Figure 1. Met3 routing.
(3 px per um)
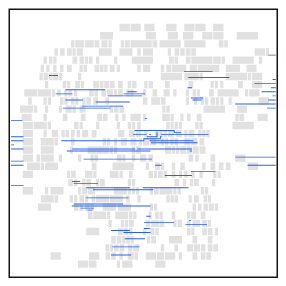
Figure 2. Supply network.
(4 px per um) Pins as bars on the die edge. Tap cells in grey.
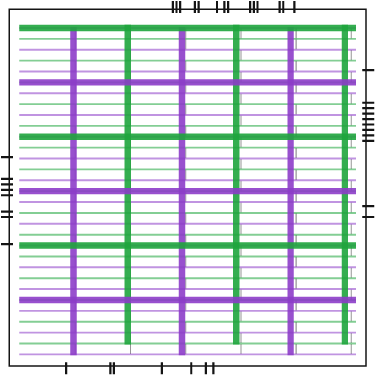
<file path="src/rtl/alu_pipe.sv">
// -----------------------------------------------------------------------------
// alu_pipe -- single-issue ALU with a one-entry registered output stage.
//
// Purpose
//   Accepts one operation per cycle and returns a registered result, flags and
//   an illegal-opcode flag. Opcodes:
//     0 ADD   1 SUB   2 AND   3 OR   4 XOR   5 SLL   6 SRL   7 SRA
//     8 SLT (signed, 0/1)   9 SLTU (unsigned, 0/1)   10 MUL (optional)
//   Every other opcode is accepted normally and returns
//   result=0, flags=4'b0001, err=1.
//
// Configuration
//   ALU_PIPE_MUL_EN : when defined, opcode 10 runs an iterative shift-add
//                     multiply: one partial product per cycle, with the result
//                     valid on the WIDTH-th edge after accept. When it is
//                     undefined, opcode 10 is illegal and no multiply datapath
//                     exists.
//
// Handshake (valid/ready)
//   Input side : a request transfers on a rising edge where in_valid &&
//                in_ready. in_ready is combinational, and is high only when
//                the block is IDLE and the output register is free or is
//                being drained in the same cycle.
//   Output side: result/flags/err transfer on a rising edge where
//                out_valid && out_ready. They hold stable while
//                out_valid && !out_ready.
//
// Ports
//   clk        : clock; all state updates on its rising edge
//   rst        : synchronous active-high reset (takes priority over accept)
//   in_valid   : request present
//   in_ready   : block accepts a request this cycle
//   op[3:0]    : opcode
//   a, b       : operands, WIDTH bits each; the shift amount is b[SHW-1:0]
//   out_valid  : output register holds a result
//   out_ready  : consumer takes the result this cycle
//   result     : registered result
//   flags[3:0] : registered {V,C,N,Z}
//   err        : registered illegal-opcode indicator
//   dbg_busy_o : FSM state for observation (1 = MUL_BUSY)
// -----------------------------------------------------------------------------
module alu_pipe #(
  parameter int WIDTH = 8,
  parameter int SHW   = $clog2(WIDTH)
) (
  input  logic             clk,
  input  logic             rst,
  input  logic             in_valid,
  output logic             in_ready,
  input  logic [3:0]       op,
  input  logic [WIDTH-1:0] a,
  input  logic [WIDTH-1:0] b,
  output logic             out_valid,
  input  logic             out_ready,
  output logic [WIDTH-1:0] result,
  output logic [3:0]       flags,
  output logic             err,
  output logic             dbg_busy_o
);

  typedef enum logic {
    IDLE     = 1'b0,
    MUL_BUSY = 1'b1
  } state_t;

  state_t           state_q;
  logic             out_valid_q;
  logic [WIDTH-1:0] result_q;
  logic [3:0]       flags_q;
  logic             err_q;

  logic accept;
  logic drain;

  assign in_ready   = (state_q == IDLE) && (!out_valid_q || out_ready);
  assign accept     = in_valid && in_ready;
  assign drain      = out_valid_q && out_ready;
  assign out_valid  = out_valid_q;
  assign result     = result_q;
  assign flags      = flags_q;
  assign err        = err_q;
  assign dbg_busy_o = (state_q == MUL_BUSY);

  // ---------------------------------------------------------------------------
  // Single-cycle datapath
  // ---------------------------------------------------------------------------
  logic [WIDTH:0]   add_w;
  logic [WIDTH:0]   sub_w;
  logic [SHW-1:0]   shamt;
  logic [WIDTH-1:0] alu_res_d;
  logic             alu_v_d;
  logic             alu_c_d;
  logic             alu_err_d;
  logic             is_mul_d;
  logic [3:0]       alu_flags_d;

  assign add_w = {1'b0, a} + {1'b0, b};
  // The carry-out of a + ~b + 1 is the "no borrow" bit, i.e. a >= b unsigned.
  assign sub_w = {1'b0, a} + {1'b0, ~b} + {{WIDTH{1'b0}}, 1'b1};
  assign shamt = b[SHW-1:0];

  always_comb begin
    alu_res_d = '0;
    alu_v_d   = 1'b0;
    alu_c_d   = 1'b0;
    alu_err_d = 1'b0;
    is_mul_d  = 1'b0;
    case (op)
      4'd0: begin
        alu_res_d = add_w[WIDTH-1:0];
        alu_c_d   = add_w[WIDTH];
        alu_v_d   = (a[WIDTH-1] == b[WIDTH-1]) && (add_w[WIDTH-1] != a[WIDTH-1]);
      end
      4'd1: begin
        alu_res_d = sub_w[WIDTH-1:0];
        alu_c_d   = sub_w[WIDTH];
        alu_v_d   = (a[WIDTH-1] != b[WIDTH-1]) && (sub_w[WIDTH-1] != a[WIDTH-1]);
      end
      4'd2: alu_res_d = a & b;
      4'd3: alu_res_d = a | b;
      4'd4: alu_res_d = a ^ b;
      4'd5: alu_res_d = a << shamt;
      4'd6: alu_res_d = a >> shamt;
      4'd7: alu_res_d = WIDTH'($signed(a) >>> shamt);
      4'd8: alu_res_d = {{(WIDTH-1){1'b0}}, ($signed(a) < $signed(b))};
      4'd9: alu_res_d = {{(WIDTH-1){1'b0}}, (a < b)};
`ifdef ALU_PIPE_MUL_EN
      4'd10: is_mul_d = 1'b1;
`endif
      default: alu_err_d = 1'b1;
    endcase
  end

  // An illegal opcode leaves result=0 and V=C=0, so this also yields 4'b0001.
  assign alu_flags_d = {alu_v_d, alu_c_d, alu_res_d[WIDTH-1], ~|alu_res_d};

  // ---------------------------------------------------------------------------
  // Iterative multiplier
  // ---------------------------------------------------------------------------
  logic             mul_done;
  logic [WIDTH-1:0] mul_res;
  logic [3:0]       mul_flags;

`ifdef ALU_PIPE_MUL_EN
  localparam int CW = $clog2(WIDTH);

  logic [2*WIDTH-1:0] mcand_q;
  logic [WIDTH-1:0]   mplier_q;
  logic [2*WIDTH-1:0] acc_q;
  logic [CW-1:0]      cnt_q;
  logic [2*WIDTH-1:0] acc_nx;

  // Each busy cycle adds the shifted multiplicand when the current multiplier
  // LSB is set. The last step's sum feeds the output register directly.
  assign acc_nx    = acc_q + (mplier_q[0] ? mcand_q : '0);
  assign mul_done  = (state_q == MUL_BUSY) && (cnt_q == CW'(WIDTH - 1));
  assign mul_res   = acc_nx[WIDTH-1:0];
  assign mul_flags = {1'b0, |acc_nx[2*WIDTH-1:WIDTH], acc_nx[WIDTH-1], ~|acc_nx[WIDTH-1:0]};

  always_ff @(posedge clk) begin
    if (rst) begin
      mcand_q  <= '0;
      mplier_q <= '0;
      acc_q    <= '0;
      cnt_q    <= '0;
    end else if ((state_q == IDLE) && accept && is_mul_d) begin
      mcand_q  <= {{WIDTH{1'b0}}, a};
      mplier_q <= b;
      acc_q    <= '0;
      cnt_q    <= '0;
    end else if (state_q == MUL_BUSY) begin
      acc_q    <= acc_nx;
      mcand_q  <= mcand_q << 1;
      mplier_q <= mplier_q >> 1;
      cnt_q    <= cnt_q + CW'(1);
    end
  end
`else
  assign mul_done  = 1'b0;
  assign mul_res   = '0;
  assign mul_flags = '0;
`endif

  // ---------------------------------------------------------------------------
  // Control FSM and output register
  // ---------------------------------------------------------------------------
  always_ff @(posedge clk) begin
    if (rst) begin
      state_q     <= IDLE;
      out_valid_q <= 1'b0;
      result_q    <= '0;
      flags_q     <= '0;
      err_q       <= 1'b0;
    end else begin
      case (state_q)
        IDLE: begin
          if (accept) begin
            if (is_mul_d) begin
              // in_ready guarantees that any old result drains on this edge,
              // so the output register is empty for the whole multiply.
              state_q     <= MUL_BUSY;
              out_valid_q <= 1'b0;
            end else begin
              result_q    <= alu_res_d;
              flags_q     <= alu_flags_d;
              err_q       <= alu_err_d;
              out_valid_q <= 1'b1;
            end
          end else if (drain) begin
            out_valid_q <= 1'b0;
          end
        end
        MUL_BUSY: begin
          if (mul_done) begin
            state_q     <= IDLE;
            result_q    <= mul_res;
            flags_q     <= mul_flags;
            err_q       <= 1'b0;
            out_valid_q <= 1'b1;
          end
        end
        default: state_q <= IDLE;
      endcase
    end
  end

endmodule
</file>
<file path="config.mk">
export PLATFORM = sky130hd
export DESIGN_NAME = alu_pipe
export DESIGN_NICKNAME = d
export VERILOG_FILES = /design/src/rtl/alu_pipe.sv
export SDC_FILE = /design/constraint.sdc
export NUM_CORES = 1
export LEC_CHECK = 0
export ABC_AREA = 1
export CORE_MARGIN = 2
export CORE_UTILIZATION = 33
export DETAILED_ROUTE_END_ITERATION = 10
export HOLD_SLACK_MARGIN = 0.15
export PLACE_DENSITY = 0.6
export SLEW_MARGIN = 20
export SYNTH_ARGS = -nofsm -noshare
export SYNTH_HDL_FRONTEND = slang
export SYNTH_SLANG_ARGS = --single-unit
</file>
<file path="constraint.sdc">
create_clock -name clk -period 4 [get_ports clk]
set_clock_uncertainty 0.05 [all_clocks]
set_input_delay 0.4 -clock clk [delete_from_list [all_inputs] [get_ports clk]]
set_output_delay 0.4 -clock clk [all_outputs]
set_load 0.05 [all_outputs]
</file>
==> notes.md <==
fresh numbers from the pnr run: status=finished, final reports clean, Final period util=72.5%, grt ovf=0, post-CTS setup buffer count=0, Buffers on Ports=38, register area=260 um^2, Vias/cell=approximately 5, Logic area=around 1800 um^2, top achievable clock speed=between 0.3 and 0.4 GHz, Req. time, crit path=between 4000 and 5000 ps, initial drt markers=270, H-tree depth=1, post-cts repair resize count=0, WP data arrival=3020 ps, CP startpoint kind=input pin, Setup TNS=0 ps, hold buffer count at cts=0, vias in the first global route=2,607, RD Place Congestion=1.02, CP max FO=11, Reg clk slew, reported paths=roughly 50 ps, Final Hold Fails=0, Cell Area, Synth=2370 um^2, DP HPWL=6.64 mm, Synth cell types=32, DRC Markers=0, Ports=about 40, clk sinks=13, net count after synthesis=483, TritonCTS clock tree=yes, layout cells sized above 1=7.34%, Synth Seq Share=11.0%, Detail Route Antenna Nets=0, Critical Path Max Stage Delay=750 ps, CTS root buf=clkbuf_8, global-route wire length before repair=13.1 mm, synthesized area per cell=~5.5 um^2, synthesized instance count=approximately 430, Longest Clk Path Bufs=2, Worst Tran Pin Value=slightly above 500 ps, Tool Warnings=43, wire length per cell=14.6 um, total power=between 0.5 and 0.6 mW, die area=7890 um^2, Dominant cell area share=20.1%, Final min period=2900 ps, Synthesis Warnings=0, Yosys chip area=2370 um^2, TritonRoute pass-1 iters=5, critical path endpoint category=flop, crit path kind=in2reg, Overall Global Routing Usage=21.3%, Max Cap Viol=0, Final Util=41.6%, Pleak=1.48 nW, Registers, synthesis=13, Synth area leader=nand2_1, Final Setup Violations=0, final hold slack=431 ps, critical path's top delay family=buffers and inverters, unrepaired setup endpoints after global routing=false, worst-path cell chain=clkdlybuf4s50_1 > ha_1 > inv_1 > fa_1 > inv_1 > nand2_1 > nand4_1 > nand2_1 > nor2_1 > nand3_1 > nor2_1 > nand3_1 > nor2_1 > nand2_1 > a21oi_1, Area Growth Syn to Fin=20.5%, NumNets Final=515, cell count in the Yosys report=432, # fillers=762, Row Count=30, largest net degree at the start of global routing=23, WP buf/inv=3, top cells by area, synth=nand2_1, ha_1, nand3_1, initial antenna violation count=0, clk_lat worst skew=240 ps, slowest CP cell=clkdlybuf4s50_1, Init Core Util=34.6%, number of CTS-inserted buffers=3, Inserted Diodes=0, Cell Pwr Density=204 nW/um^2, min-delay worst type=reg2reg, Relative slew margins=about two thirds, Slew Limit Fails=0
Back to the opening pictures, Figure 1:
- wire length on this layer: 590 um
- share of all routed wire: 7.2%
- main direction: horizontal
- longest straight run: 27.6 um
- nets with wire on the layer: 61
vias post-DR: 2,858
met3 global-route usage: 1.87%
DRT Wirelength: 8.14 mm

Back to the opening pictures, Figure 2:
- VDD: green
- VSS: purple
- met4 straps: 6
- tap cells: 96
VDD IR max: 118 uV
Die Ht: 88.8 um
chip width: 88.8 um
core area: 6870 um^2

registers in the layout (all words and copies together) (netlist names):
register,flops
result,7
flags,4
err,1
out_valid,1
cell families (layout without fill, tap and decap cells):
group | Yosys count | count (layout) | synth area share (%)
buf+inv | 73 | 104 | 12.7
compound gates | 56 | 56 | 12.8
flops | 13 | 13 | 11.0
simple gates | 259 | 259 | 47.4
xor+xnor | 3 | 3 | 1.11
other cells | 1 | 1 | 0.158
fa+ha+maj | 27 | 27 | 14.9
final timing paths:
path / start / endpoint / slack, ps / depth (start not counted)
max: b[0] / flags[0] / 1100 / 15
min: err / err / 430 / 2
max reg2reg: out_valid / flags[0] / 2420 / 9
min reg2reg: err / err / 430 / 2
metal layers:
layer / global-route usage (%) / routed length (um) / up-vias
met5: 0 / 0 / -
met4: 3.99 / 157 / 0
met3: 1.87 / 589 / 10
met2: 34.1 / 3600 / 119
met1: 31.2 / 3790 / 1277
li1: - / - / 1452
power breakdown:
group | leakage, nW | total, mW | switching, mW | internal [mW]
clock | 0.0228 | 0.116 | 0.0456 | 0.0703
combinational | 1.35 | 0.324 | 0.216 | 0.108
sequential | 0.107 | 0.145 | 0.00535 | 0.140
placed cells by master (no fill, tap or decap), types with 2 or more instances in the layout:
master           count
clkdlybuf4s50_1     38
xor2_1               3
nand4_1              6
o21ai_1              6
nand2_1            127
o211ai_1             5
inv_1               46
a21oi_1             28
nor2_2               8
nand3_1             59
clkbuf_8             3
fa_1                 2
buf_4                2
o21ai_0             12
nand2_2              6
o22ai_1              2
dfxtp_1             13
inv_2               13
nor3_1               3
nor2_1              42
nand3b_1             2
or2_1                2
ha_1                25
worst register-to-register path: cells and delay by family (launching register included):
family,cells,cell delay (ps)
AOI/OAI and AO/OA,2,310
DFF,1,300
and+or+nand+nor,7,860
cell usage after synthesis:
master and instances:
nand3b_1 2, clkbuf_1 3, o21ai_0 12, dfxtp_1 13, nand2_2 6, conb_1 1
nand2_1 127, nor2_1 42, nor2_2 8, o211ai_1 5, nand4_1 6, fa_1 2
buf_4 5, a21boi_1 1, or2_0 1, xor2_1 3, nand3_1 59, inv_4 1
a21oi_1 28, o22ai_1 2, a31oi_1 1, nor3_2 1, o21ai_1 6, ha_1 25
o2111ai_1 1, nor3_1 3, buf_2 5, and2_1 1, and3_1 1, inv_1 46
inv_2 13, or2_1 2
metrics by stage:
step | setup slack, ps | cells | instance area [um^2]
finish | 1100 | 559 | 2860
detailed placement | 861 | 555 | 2820
floorplan | 1860 | 432 | 2370
global placement | 895 | 555 | 2820
CTS | 1100 | 559 | 2860
global route | 890 | 559 | 2860
final cells by class:
cell class	count	share of cell area, %
Multi-Input combinational cell	346	63.3
Timing Repair Buffer	40	13.8
Sequential cell	13	9.10
Inverter	60	7.96
Tap cell	96	4.20
Clock buffer	4	1.57
No activity file was given, so power comes from the tool's default toggle rates.
